**config.mk**
```make
export PLATFORM = sky130hd
export DESIGN_NAME = kypd_emulator
export DESIGN_NICKNAME = d
export VERILOG_FILES = /design/src/rtl/kypd_pkg.sv /design/src/rtl/kypd_bounce_gen.sv /design/src/rtl/kypd_emulator.sv
export SDC_FILE = /design/constraint.sdc
export NUM_CORES = 1
export LEC_CHECK = 0
export CAP_MARGIN = 20
export CELL_PAD_IN_SITES_DETAIL_PLACEMENT = 0
export CELL_PAD_IN_SITES_GLOBAL_PLACEMENT = 1
export CORE_UTILIZATION = 35
export CTS_CLUSTER_SIZE = 30
export DETAILED_ROUTE_END_ITERATION = 10
export PLACE_DENSITY = 0.68
export SLEW_MARGIN = 15
export SYNTH_ARGS = -nofsm -noshare
export SYNTH_HDL_FRONTEND = slang
export SYNTH_SLANG_ARGS = --single-unit
```
**constraint.sdc**
```tcl
create_clock -name clk -period 2.6 [get_ports clk]
set_clock_uncertainty 0.1 [all_clocks]
set_input_delay 0.39 -clock clk [delete_from_list [all_inputs] [get_ports clk]]
set_output_delay 0.39 -clock clk [all_outputs]
set_load 0.02 [all_outputs]
```
**src/rtl/kypd_pkg.sv**
```systemverilog
// kypd_pkg: definitions shared by both ends of the 4x4 PmodKYPD scan link.
// The keypad emulator and the scanner-side decoder both import this package,
// so there is a single key map.
//   state_t   : emulator FSM encoding (IDLE, PRESS, RELEASE)
//   key_pos_t : (column, row) position of a key on the 4x4 matrix
//   ROW_IDLE  : value of the active-low row bus when no switch is closed
//   key_pos() : hex key code -> (column, row)
//   max_int() : elaboration-time helper for sizing counters
package kypd_pkg;

  typedef enum logic [1:0] {
    ST_IDLE    = 2'd0,
    ST_PRESS   = 2'd1,
    ST_RELEASE = 2'd2
  } state_t;

  typedef struct packed {
    logic [1:0] col;
    logic [1:0] row;
  } key_pos_t;

  localparam logic [3:0] ROW_IDLE = 4'hF;

  function automatic int max_int(input int a, input int b);
    return (a > b) ? a : b;
  endfunction

  // Column c drives Col[3-c], row r answers on Row[3-r].
  //   c0: 1 4 7 0   c1: 2 5 8 F   c2: 3 6 9 E   c3: A B C D   (r0..r3)
  function automatic key_pos_t key_pos(input logic [3:0] code);
    key_pos_t p;
    p = '0;
    case (code)
      4'h1: p = '{col: 2'd0, row: 2'd0};
      4'h4: p = '{col: 2'd0, row: 2'd1};
      4'h7: p = '{col: 2'd0, row: 2'd2};
      4'h0: p = '{col: 2'd0, row: 2'd3};
      4'h2: p = '{col: 2'd1, row: 2'd0};
      4'h5: p = '{col: 2'd1, row: 2'd1};
      4'h8: p = '{col: 2'd1, row: 2'd2};
      4'hF: p = '{col: 2'd1, row: 2'd3};
      4'h3: p = '{col: 2'd2, row: 2'd0};
      4'h6: p = '{col: 2'd2, row: 2'd1};
      4'h9: p = '{col: 2'd2, row: 2'd2};
      4'hE: p = '{col: 2'd2, row: 2'd3};
      4'hA: p = '{col: 2'd3, row: 2'd0};
      4'hB: p = '{col: 2'd3, row: 2'd1};
      4'hC: p = '{col: 2'd3, row: 2'd2};
      4'hD: p = '{col: 2'd3, row: 2'd3};
      default: p = '0;
    endcase
    return p;
  endfunction

endpackage

```
**src/rtl/kypd_bounce_gen.sv**
```systemverilog
// kypd_bounce_gen: contact-bounce shaper for the keypad emulator.
// On a phase start the effective contact jumps to the new nominal level, then
// for BOUNCE_CYCLES cycles it toggles every BOUNCE_TOGGLE cycles; after the
// window it settles on the nominal level.
// Only elaborated when KYPD_EMU_BOUNCE_EN is defined in the top level.
// Ports:
//   clk       : system clock
//   sys_rst_n : asynchronous active-low reset
//   start     : one-cycle pulse, a new press/release phase begins this edge
//   level     : nominal contact level of the phase that is starting
//   contact   : effective (bouncing) contact, registered
module kypd_bounce_gen #(
  parameter int BOUNCE_CYCLES = 4096,
  parameter int BOUNCE_TOGGLE = 256
) (
  input  logic clk,
  input  logic sys_rst_n,
  input  logic start,
  input  logic level,
  output logic contact
);

  localparam int WIN_W = $clog2(BOUNCE_CYCLES + 1);
  localparam int TOG_W = $clog2(BOUNCE_TOGGLE + 1);
  localparam logic [WIN_W-1:0] WIN_LAST = WIN_W'(BOUNCE_CYCLES - 1);
  localparam logic [TOG_W-1:0] TOG_LAST = TOG_W'(BOUNCE_TOGGLE - 1);

  logic             active_q;
  logic             level_q;
  logic             contact_q;
  logic [WIN_W-1:0] win_q;
  logic [TOG_W-1:0] tog_q;

  always_ff @(posedge clk or negedge sys_rst_n) begin
    if (!sys_rst_n) begin
      active_q  <= 1'b0;
      level_q   <= 1'b0;
      contact_q <= 1'b0;
      win_q     <= '0;
      tog_q     <= '0;
    end else if (start) begin
      // The new level shows on the very first cycle of the phase.
      active_q  <= 1'b1;
      level_q   <= level;
      contact_q <= level;
      win_q     <= '0;
      tog_q     <= '0;
    end else if (active_q) begin
      if (win_q == WIN_LAST) begin
        active_q  <= 1'b0;
        contact_q <= level_q;
      end else begin
        win_q <= win_q + 1'b1;
        if (tog_q == TOG_LAST) begin
          tog_q     <= '0;
          contact_q <= ~contact_q;
        end else begin
          tog_q <= tog_q + 1'b1;
        end
      end
    end
  end

  assign contact = contact_q;

endmodule

```
**src/rtl/kypd_emulator.sv**
```systemverilog
// kypd_emulator: keypad-side emulator for the 4x4 PmodKYPD scan interface.
// Accepts a hex key over valid/ready, closes that switch for HOLD_CYCLES,
// then keeps it open for at least RELEASE_CYCLES before taking the next key.
// While the switch is closed, the key's row line is pulled low (registered,
// one cycle after sampling) whenever the scanner drives its column low.
// Optional feature: define KYPD_EMU_BOUNCE_EN to add contact bounce at the
// start of each press and release phase (kypd_bounce_gen).
// Ports:
//   clk       : system clock (100 MHz)
//   sys_rst_n : asynchronous active-low reset
//   key_valid : key request present
//   key_code  : hex key 0x0-0xF
//   key_ready : emulator idle, request accepted on this edge if key_valid
//   Col       : scanner column drive, active-low
//   Row       : emulated row lines, active-low, idle 4'hF
//   pressed   : effective contact state, 1 = switch closed
module kypd_emulator
  import kypd_pkg::*;
#(
  parameter int HOLD_CYCLES    = 100000,
  parameter int RELEASE_CYCLES = 100000
`ifdef KYPD_EMU_BOUNCE_EN
  ,
  parameter int BOUNCE_CYCLES  = 4096,
  parameter int BOUNCE_TOGGLE  = 256
`endif
) (
  input  logic       clk,
  input  logic       sys_rst_n,
  input  logic       key_valid,
  input  logic [3:0] key_code,
  output logic       key_ready,
  input  logic [3:0] Col,
  output logic [3:0] Row,
  output logic       pressed
);

`ifdef KYPD_EMU_BOUNCE_EN
  localparam int CNT_MAX = max_int(max_int(HOLD_CYCLES, RELEASE_CYCLES), BOUNCE_CYCLES);
`else
  localparam int CNT_MAX = max_int(HOLD_CYCLES, RELEASE_CYCLES);
`endif
  localparam int CNT_W = $clog2(CNT_MAX + 1);
  localparam logic [CNT_W-1:0] HOLD_LAST = CNT_W'(HOLD_CYCLES - 1);
  localparam logic [CNT_W-1:0] REL_LAST  = CNT_W'(RELEASE_CYCLES - 1);

  state_t           state_q;
  state_t           state_d;
  logic [CNT_W-1:0] cnt_q;
  logic [3:0]       key_q;
  logic             contact_q;
  logic             contact_d;
  logic             contact_eff;
  logic [3:0]       row_q;
  logic [3:0]       row_d;
  key_pos_t         key_loc;

  logic hold_done;
  logic rel_done;
  logic key_load;
  logic phase_start;
  logic cnt_clr;
  logic cnt_run;

  // Phase ends on the edge where the counter has seen N-1, so each phase
  // lasts exactly N cycles counted from its entry edge.
  assign hold_done = (state_q == ST_PRESS)   && (cnt_q == HOLD_LAST);
  assign rel_done  = (state_q == ST_RELEASE) && (cnt_q == REL_LAST);

  // ---------------------------------------------------------------------------
  // FSM: state register
  // ---------------------------------------------------------------------------
  // NOTE: all clocked state uses non-blocking assignment so every register
  // samples pre-edge values, regardless of block ordering.
  always_ff @(posedge clk or negedge sys_rst_n) begin
    if (!sys_rst_n) state_q <= ST_IDLE;
    else            state_q <= state_d;
  end

  // ---------------------------------------------------------------------------
  // FSM: next-state logic
  // ---------------------------------------------------------------------------
  // NOTE: default assignment first so no path leaves state_d unassigned,
  // which would otherwise infer a latch.
  always_comb begin
    state_d = state_q;
    case (state_q)
      ST_IDLE:    if (key_valid) state_d = ST_PRESS;
      ST_PRESS:   if (hold_done) state_d = ST_RELEASE;
      ST_RELEASE: if (rel_done)  state_d = ST_IDLE;
      default:    state_d = ST_IDLE;
    endcase
  end

  // ---------------------------------------------------------------------------
  // FSM: output / control decode
  // ---------------------------------------------------------------------------
  always_comb begin
    key_ready   = 1'b0;
    key_load    = 1'b0;
    phase_start = 1'b0;
    cnt_clr     = 1'b0;
    cnt_run     = 1'b0;
    contact_d   = contact_q;
    case (state_q)
      ST_IDLE: begin
        key_ready = 1'b1;
        cnt_clr   = 1'b1;
        if (key_valid) begin
          key_load    = 1'b1;
          phase_start = 1'b1;
          contact_d   = 1'b1;
        end
      end
      ST_PRESS: begin
        cnt_run = 1'b1;
        if (hold_done) begin
          cnt_clr     = 1'b1;
          phase_start = 1'b1;
          contact_d   = 1'b0;
        end
      end
      ST_RELEASE: begin
        cnt_run = 1'b1;
        cnt_clr = rel_done;
      end
      default: begin
        cnt_clr   = 1'b1;
        contact_d = 1'b0;
      end
    endcase
  end

  // ---------------------------------------------------------------------------
  // Datapath: phase counter, latched key, nominal contact
  // ---------------------------------------------------------------------------
  always_ff @(posedge clk or negedge sys_rst_n) begin
    if (!sys_rst_n) begin
      cnt_q     <= '0;
      key_q     <= '0;
      contact_q <= 1'b0;
    end else begin
      if (cnt_clr)      cnt_q <= '0;
      else if (cnt_run) cnt_q <= cnt_q + 1'b1;
      // Only loaded on acceptance, so key_code may wander at any other time.
      if (key_load) key_q <= key_code;
      contact_q <= contact_d;
    end
  end

`ifdef KYPD_EMU_BOUNCE_EN
  kypd_bounce_gen #(
    .BOUNCE_CYCLES (BOUNCE_CYCLES),
    .BOUNCE_TOGGLE (BOUNCE_TOGGLE)
  ) u_bounce (
    .clk       (clk),
    .sys_rst_n (sys_rst_n),
    .start     (phase_start),
    .level     (contact_d),
    .contact   (contact_eff)
  );
`else
  // Without bounce the effective contact is the nominal one; phase_start
  // only matters to the bounce generator.
  assign contact_eff = contact_q;
  logic unused_phase_start;
  assign unused_phase_start = phase_start;
`endif

  // ---------------------------------------------------------------------------
  // Row drive: pull the key's row while closed and its column is scanned.
  // Any other low columns are irrelevant; only the latched key's column counts.
  // ---------------------------------------------------------------------------
  assign key_loc = key_pos(key_q);

  always_comb begin
    row_d = ROW_IDLE;
    if (contact_eff && !Col[2'd3 - key_loc.col]) row_d[2'd3 - key_loc.row] = 1'b0;
  end

  always_ff @(posedge clk or negedge sys_rst_n) begin
    if (!sys_rst_n) row_q <= ROW_IDLE;
    else            row_q <= row_d;
  end

  assign Row     = row_q;
  assign pressed = contact_eff;

endmodule

```
==> reports/qor.txt, run 1 <==
Synth Cell Area - 0.00153 mm2
Overflow after GRT - 0
Min Tclk post-route - 2360 ps
Final WS setup - 240 ps
Setup Buffers After CTS - 0
Max incr delay on CP - 610 ps
# resized after CTS - 0
Largest net degree at the start of global routing - 29
Clock sinks - 28
I/O Pins - 17
Port Buffer Count - 16
Seq share, synth - 46.0%
Initial antenna violation count - 0
CP most frequent cell - or4_1
Ys Warns - 0
Gpl congestion - 0.781
Dpl hpwl - 2.10 mm
Area grow syn2layout - 17.0%
Sw Ratio - 37.2%
Worst-path maximum fanout - 17
Log Warnings - 28
Crit path DAT - 2410 ps
Root Buffer - clkbuf_8
First-pass GRT wire length - 4.91 mm
Commonest cells after routing, fill and taps aside - dfrtp_1 (24), clkdlybuf4s50_1 (16), nor2_1 (14)
Leak pwr - 0.707 nW
GRT Total Usage - 14.2%
Cell area leaders - dfrtp_1 (39%), dfstp_2 (6.9%), xor2_1 (4.0%), nor2_1 (3.4%), ha_1 (3.3%)
Worst-Margin Slew - 485 ps
Outcome - finished clean
Die Size - 0.00465 mm2
Critical Path Start Type - flop
Number of synthesized flops with an enable pin - 0
Via count - 1178
Vias per inst - 5.31
Post-route DRC violation count - 0
Pre-CTS worst setup slack - 236 ps
Total CTS buffers - 3
Final hold vios - 0
Max Fclk - 424 MHz
Vias in the first global route - 1162
Worst slew margin - 67.5%
CP Capture Type - flop
Max_cap viols - 0
Psw - 0.554 mW
RSZ-0062 raised after global routing - false
Max Slew Vio Count - 0
Critical-path top delay cell - or4_1
Nets - 188
Hold Buf Count CTS - 0
Diode count - 0
CP Cell Sequence - or4_1 > or4_1 > o21ai_4 > nor2_1
Yosys stat cell total - 157
Setup TNS - 0 ps
Routed wire length per instance - 13.5 um
CP required - 2650 ps
Synth cell types - 40
Internal - 0.933 mW
Sequential share of power - 45.0%
Yosys stat area - 0.00153 mm2
CTS tree - yes
Dominant logic cell type in the layout - dfrtp_1
Clock buffer depth - 2
Internal reg-to-reg setup slack - 240 ps
Cells after synthesis - 157
Worst-path clk slew - 90 ps
Initial DRT Pass Iterations - 2
Pwr dens - 828 mW/mm2
DR iter-0 viols - 33
Synth top area share - 39.2%
FP Util - 37.3%
Syn_area_per_cell - 9.77 um2
Die span in x - 68.2 um
Fin crit share - 90.8%
Floorplan net count - 172
Combinational share of power - 37.2%
Dominant cell type by area after synthesis - dfrtp_1
HP Class - reg -> reg
Htree depth - 1
Crit Path Category - reg -> reg
Main flop type - dfrtp_1
#FFs+latches synth - 28
Final hold slack - 384 ps
Post-synth ARST share - 100%
Final-report setup violation count - 0
Final ANT Viol Nets - 0
Share of cells above drive strength 1 - 10.5%
Post-Route WL - 3.00 mm
[run 1: metrics by stage]
| stage | power (mW) | util, % | cells | cell area (um2) |
|---|---|---|---|---|
| after floorplan | 1.07 | - | 157 | 1530 |
| after global placement | 1.22 | 42.3 | 218 | 1740 |
| after detailed placement | 1.23 | 42.3 | 218 | 1740 |
| after CTS | 1.51 | 43.6 | 222 | 1800 |
| after global routing | 1.60 | 43.6 | 222 | 1800 |
| final | 1.49 | 43.6 | 222 | 1800 |
[run 1: cells by family after synthesis]
family / Yosys count / synth area share (%)
AND-OR/OR-AND: 31 / 14.5
XOR/XNOR: 11 / 6.28
adder cells (fa/ha/maj): 4 / 3.26
buffers and inverters: 16 / 4.24
flip-flops: 28 / 46.0
multiplexers: 6 / 4.24
AND/OR/NAND/NOR: 61 / 21.5
[run 1: synthesized netlist by cell type (all sizes together), types with 3 or more instances]
| cell | n |
|---|---|
| a21oi | 8 |
| nand3 | 7 |
| o211ai | 3 |
| o21ai | 5 |
| nor2 | 14 |
| xnor2 | 4 |
| a211oi | 4 |
| dfstp | 4 |
| or3 | 4 |
| o31ai | 3 |
| nand2 | 13 |
| mux2 | 4 |
| xor2 | 7 |
| dfrtp | 24 |
| clkbuf | 5 |
| ha | 4 |
| or4 | 6 |
| inv | 9 |
| nand4 | 3 |
[run 1: worst paths after layout]
path | cells past startpoint | from | to
min reg2reg | 1 | cnt_q[0]$_DFFE_PN0P_ | cnt_q[0]$_DFFE_PN0P_
max reg2reg | 4 | cnt_q[11]$_DFFE_PN0P_ | cnt_q[6]$_DFFE_PN0P_
min | 1 | cnt_q[0]$_DFFE_PN0P_ | cnt_q[0]$_DFFE_PN0P_
min in group asynchronous | 2 | sys_rst_n | key_q[3]$_DFFE_PN0P_
max in group asynchronous | 2 | sys_rst_n | Row[1]$_DFF_PN1_
max | 4 | cnt_q[11]$_DFFE_PN0P_ | cnt_q[6]$_DFFE_PN0P_
[run 1: flip-flops by register name, summed over array words and instances (netlist names)]
signal   count
Row          4
state_q      2
pressed      1
cnt_q       17
key_q        4
[run 1: final cells by class]
cell class                      instances  area (um2)
Multi-Input combinational cell        113         763
Sequential cell                        28         706
Clock buffer                            4        55.1
Timing Repair Buffer                   18         175
Fill cell                             397        2320
Tap cell                               50        62.6
Inverter                                9        33.8
[run 1: power by group through the flow]
stage                     logic, mW  registers (mW)  clock network, mW
final                         0.553           0.670              0.264
after floorplan               0.443           0.629                  0
after detailed placement      0.555           0.677                  0
after global routing          0.618           0.689              0.295
after CTS                     0.557           0.668              0.282
after global placement        0.544           0.672                  0
[run 1: per-layer routing]
layer	part of all wire [%]	global-route usage [%]
met1	48	16.7
met5	0	0
met2	47	25.5
met4	1.7	6.25
met3	2.8	2.00
[run 1: critical path: cells and delay by family (launching register included)]
family	cells	cell delay, ps
and+or+nand+nor	3	1250
AOI/OAI and AO/OA	1	460
DFF	1	420
==> run_1/floorplan.png <==
The bar under the picture is 20 um long. Pins as bars on the die edge. Tap cells in grey.
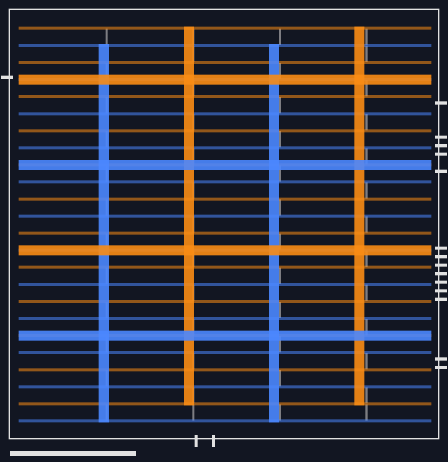
blue -> VSS
orange -> VDD
tap cells = 50
met5 straps = 4
met4 straps = 4
signal pins = 17
VDD IR-drop max: 0.273 mV
chip height: 68.2 um
core area: 0.00412 mm2

==> run_1/class_map.png <==
The bar under the picture is 20 um long.
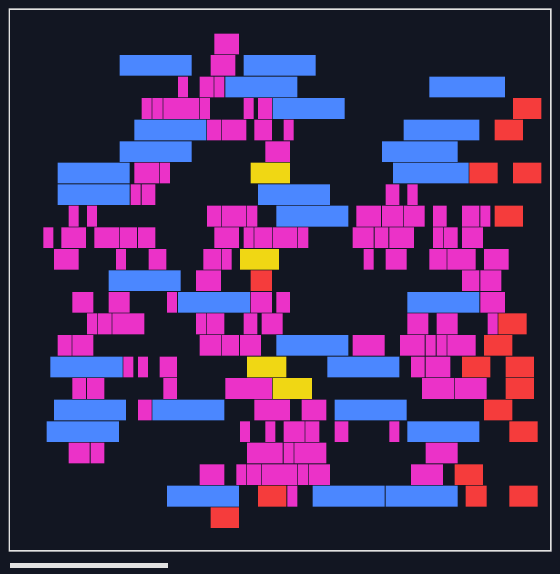
red -> remaining buffers and delay cells  # cells 18, share of their area 10%
yellow -> clock drivers and dummy loads  # cells 4, share of their area 3.2%
blue -> registers  # cells 28, share of their area 41%
magenta -> remaining logic cells  # cells 122, share of their area 46%
final instance area: 0.00180 mm2
Cell Rows: 23
fin util: 43.6%

==> run_1/clock_wires.png <==
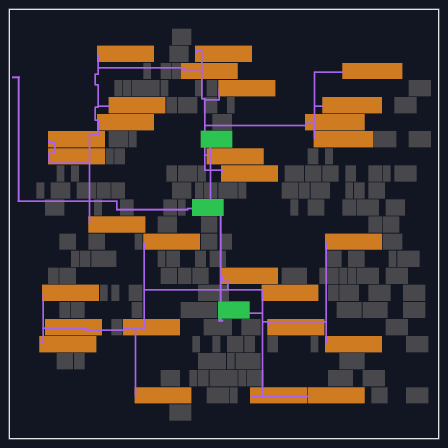
purple -> clock wires  # length 338 um
orange -> flip-flops  # count 28
green -> clock-net drivers  # count 3
routed clock nets = 4
flops lie = all over the die
Clk Latency, worst-skew pair: 270 ps
power in the clock group: 0.264 mW
clock share of power: 17.7%

==> run_1/placed.png <==
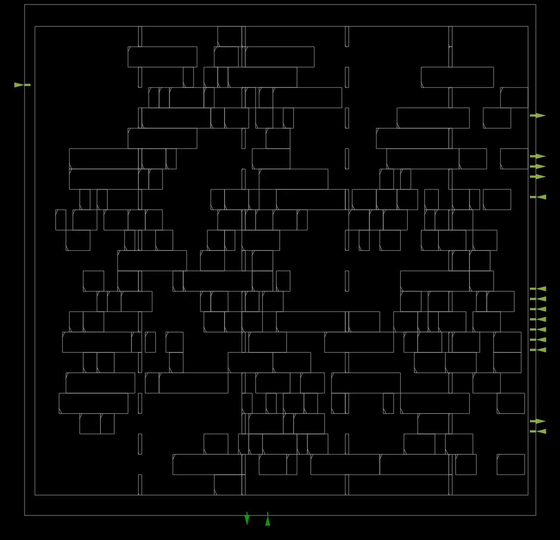

## Run 2: what changed since run 1
--- a/config.mk
+++ b/config.mk
@@ -8,10 +8,12 @@
 export CAP_MARGIN = 20
 export CELL_PAD_IN_SITES_DETAIL_PLACEMENT = 0
 export CELL_PAD_IN_SITES_GLOBAL_PLACEMENT = 1
-export CORE_UTILIZATION = 35
+export CORE_UTILIZATION = 48
 export CTS_CLUSTER_SIZE = 30
 export DETAILED_ROUTE_END_ITERATION = 10
-export PLACE_DENSITY = 0.68
+export DONT_BUFFER_PORTS = 1
+export GPL_TIMING_DRIVEN = 0
+export PLACE_DENSITY = 0.79
 export SLEW_MARGIN = 15
 export SYNTH_ARGS = -nofsm -noshare
 export SYNTH_HDL_FRONTEND = slang
==> run_2/placed.png <==
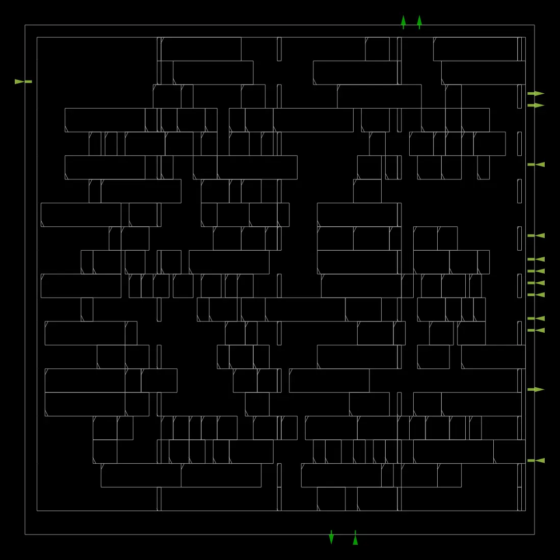
flop count: 28
Seq area share: 42.6%
fin util: 54.2%

==> run_2/class_map.png <==
The bar under the picture is 20 um long.
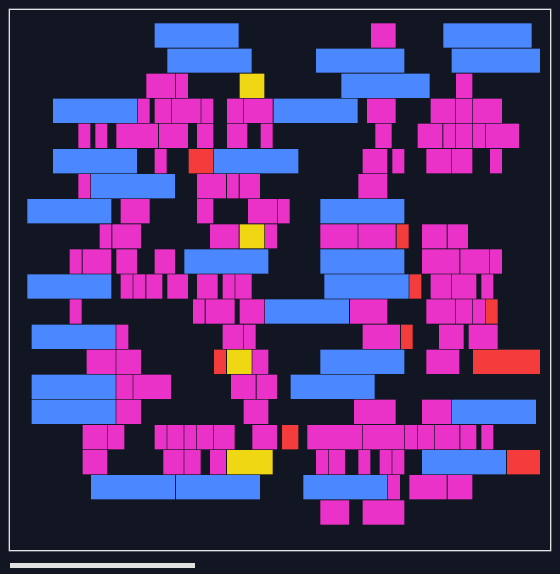
yellow -> clock drivers and dummy loads  # cells 4, share of their area 2.3%
blue -> registers  # cells 28, share of their area 44%
red -> remaining buffers and delay cells  # cells 9, share of their area 3.8%
magenta -> remaining logic cells  # cells 122, share of their area 50%
final instance area: 0.00166 mm2
Cell Rows: 20
core area: 0.00305 mm2

==> reports/qor.txt, run 2 <==
Outcome - finished clean
Top cell type by instance count after synthesis - dfrtp_1
Ys Warns - 0 (unchanged)
RSZ-0062 raised after global routing - false
Floorplan net count - 172 (unchanged)
Crit Path Category - reg -> reg
Routed wire length per instance - 13.8 um (+2.3%)
Hold Crit Depth - 1 (unchanged)
Initial DRT Pass Iterations - 4 (+2)
Main flop type - dfrtp_1
Seq share, synth - 46.0% (unchanged)
CTS tree - yes
Biggest register - cnt_q
Final non-filler cell total - 207 (-6.8%)
Vias per inst - 5.67 (+6.9%)
Worst-path clk slew - 150 ps (+60 ps)
Dominant cell type by area after synthesis - dfrtp_1
I/O Pins - 17 (unchanged)
Die span in x - 58.5 um (-14%)
Share of cells above drive strength 1 - 11.7% (+1.2 points)
Cell area leaders - dfrtp_1 (39%), dfstp_2 (6.9%), xor2_1 (4.0%), nor2_1 (3.4%), ha_1 (3.3%)
Port Buffer Count - 0 (-16)
Chip height - 58.5 um (-14%)
Leak pwr - 0.652 nW (-7.7%)
Placed Cells - 201 (-7.8%)
Initial antenna violation count - 0 (unchanged)
#FFs+latches synth - 28 (unchanged)
Clock buffer depth - 2 (unchanged)
Htree depth - 1 (unchanged)
Max_cap viols - 0 (unchanged)
HP Class - in -> reg
First-pass GRT wire length - 4.77 mm (-2.7%)
Number of synthesized flops with an enable pin - 0 (unchanged)
VDD IR-drop max - 0.289 mV (+5.7%)
Root Buffer - clkbuf_4
Max FFs per register - 17 (unchanged)
Synth cell count leaders - dfrtp_1 (24), nor2_1 (14), nand2_1 (13)
Area grow syn2layout - 7.91%
Final ANT Viol Nets - 0 (unchanged)
Cells after synthesis - 157 (unchanged)
Max Fclk - 423 MHz (about the same)
Total CTS buffers - 3 (unchanged)
Final-report setup violation count - 0 (unchanged)
Clock sinks - 28 (unchanged)
Log Warnings - 28 (unchanged)
Largest net degree at the start of global routing - 29 (unchanged)
Crit path DAT - 2500 ps (+90 ps)
Clk Latency, worst-skew pair - 330 ps (+60 ps)
Critical Path Start Type - flop
Diode count - 0 (unchanged)
FP Util - 50.2% (+13 points)
Yosys stat area - 0.00153 mm2 (unchanged)
Yosys stat cell total - 157 (unchanged)
Gpl congestion - 0.769 (-1.5%)
Final hold slack - 92.3 ps (-292 ps)
Commonest cells after routing, fill and taps aside - dfrtp_1 (24), nor2_1 (14), nand2_1 (13)
Max Slew Vio Count - 0 (unchanged)
Vias in the first global route - 1075 (-7.5%)
Post-Route WL - 2.86 mm (-4.6%)
Worst slew margin - 55.9% (-12 points)
Fin crit share - 90.8% (about the same)
Pwr dens - 842 mW/mm2 (+1.6%)
CP required - 2740 ps (+90 ps)
Dpl hpwl - 2.07 mm (-1.7%)
GRT Total Usage - 18.6% (+4.4 points)
Post-route DRC violation count - 0 (unchanged)
Synth cell types - 40 (unchanged)
Post-synth ARST share - 100% (unchanged)
Min Tclk post-route - 2360 ps (+1.38 ps)
Setup TNS - 0 ps (unchanged)
Dominant logic cell type in the layout - dfrtp_1
DR iter-0 viols - 101 (+210%)
R2R depth - 6 (+2)
Syn_area_per_cell - 9.77 um2 (unchanged)
# resized after CTS - 0 (unchanged)
CP Capture Type - flop
Nets - 179 (-4.8%)
Synth Cell Area - 0.00153 mm2 (unchanged)
Final hold vios - 0 (unchanged)
Worst-Margin Slew - 658 ps (+174 ps)
Worst-path maximum fanout - 10 (-7)
Via count - 1174 (-0.34%)
Die Size - 0.00343 mm2 (-26%)
Overflow after GRT - 0 (unchanged)
Synth top area share - 39.2% (unchanged)
-- run 2: cell type report --
cell class                 instances  area, um2
inverter                           9       33.8
fill                             284       1400
tap                               44       55.1
timing repair buffer               2       30.0
clock buffer                       4       36.3
multi-input combinational        113        763
sequential                        28        706
buffer                             7       31.3
-- run 2: cells by family after synthesis --
logic type,synth area share [%]
flops,46.0
buf+inv,4.24
simple gates,21.5
fa+ha+maj,3.26
xor+xnor,6.28
compound gates,14.5
mux,4.24
-- run 2: where the power goes --
part / internal (mW) / total [mW] / leakage (nW) / switching, mW
registers: 0.533 / 0.635 / 0.362 / 0.101
clock network: 0.0859 / 0.215 / 0.0210 / 0.129
logic: 0.223 / 0.544 / 0.269 / 0.321
total: 0.842 / 1.39 / 0.652 / 0.551
-- run 2: per-stage QoR --
stage	setup slack [ps]	area, um2	power, mW
2_1_floorplan	436	1530	1.07
6_report	239	1660	1.39
4_1_cts	233	1660	1.40
3_5_place_dp	254	1590	1.18
3_3_place_gp	263	1590	1.15
5_1_grt	115	1660	1.51
-- run 2: worst paths after layout --
| path | start | to | slack, ps |
|---|---|---|---|
| worst max-delay path | cnt_q[11]$_DFFE_PN0P_ | cnt_q[10]$_DFFE_PN0P_ | 240 |
| worst min-delay path | key_code[3] | key_q[3]$_DFFE_PN0P_ | 90 |
| worst max register to register | cnt_q[11]$_DFFE_PN0P_ | cnt_q[10]$_DFFE_PN0P_ | 240 |
| worst min register to register | cnt_q[0]$_DFFE_PN0P_ | cnt_q[0]$_DFFE_PN0P_ | 390 |
| max in group asynchronous | sys_rst_n | Row[1]$_DFF_PN1_ | 1790 |
| min in group asynchronous | sys_rst_n | state_q[1]$_DFFE_PN0P_ | 380 |
-- run 2: repair_timing --
action | in CTS | in global routing
setup buffers | 0 | 0
hold buffers | 2 | 0
endpoints found under the hold margin | 28 | 0
-- run 2: critical path: stages, from the launching register on --
cell and delay (ps):
dfrtp_1 450, or4_1 550, or4_1 460, buf_2 170, o21ai_4 250, buf_4 230, nor2_1 60
-- run 2: routing by layer --
layer / GRT usage (%) / part of all wire (%) / up-vias
li1: - / - / 583
met1: 25.6 / 46 / 557
met2: 30.0 / 48 / 29
met3: 1.98 / 4.3 / 5
met4: 8.16 / 1.6 / 0
met5: 0 / 0 / -
Power figures rest on the tool's default switching activity, not on a simulated workload.
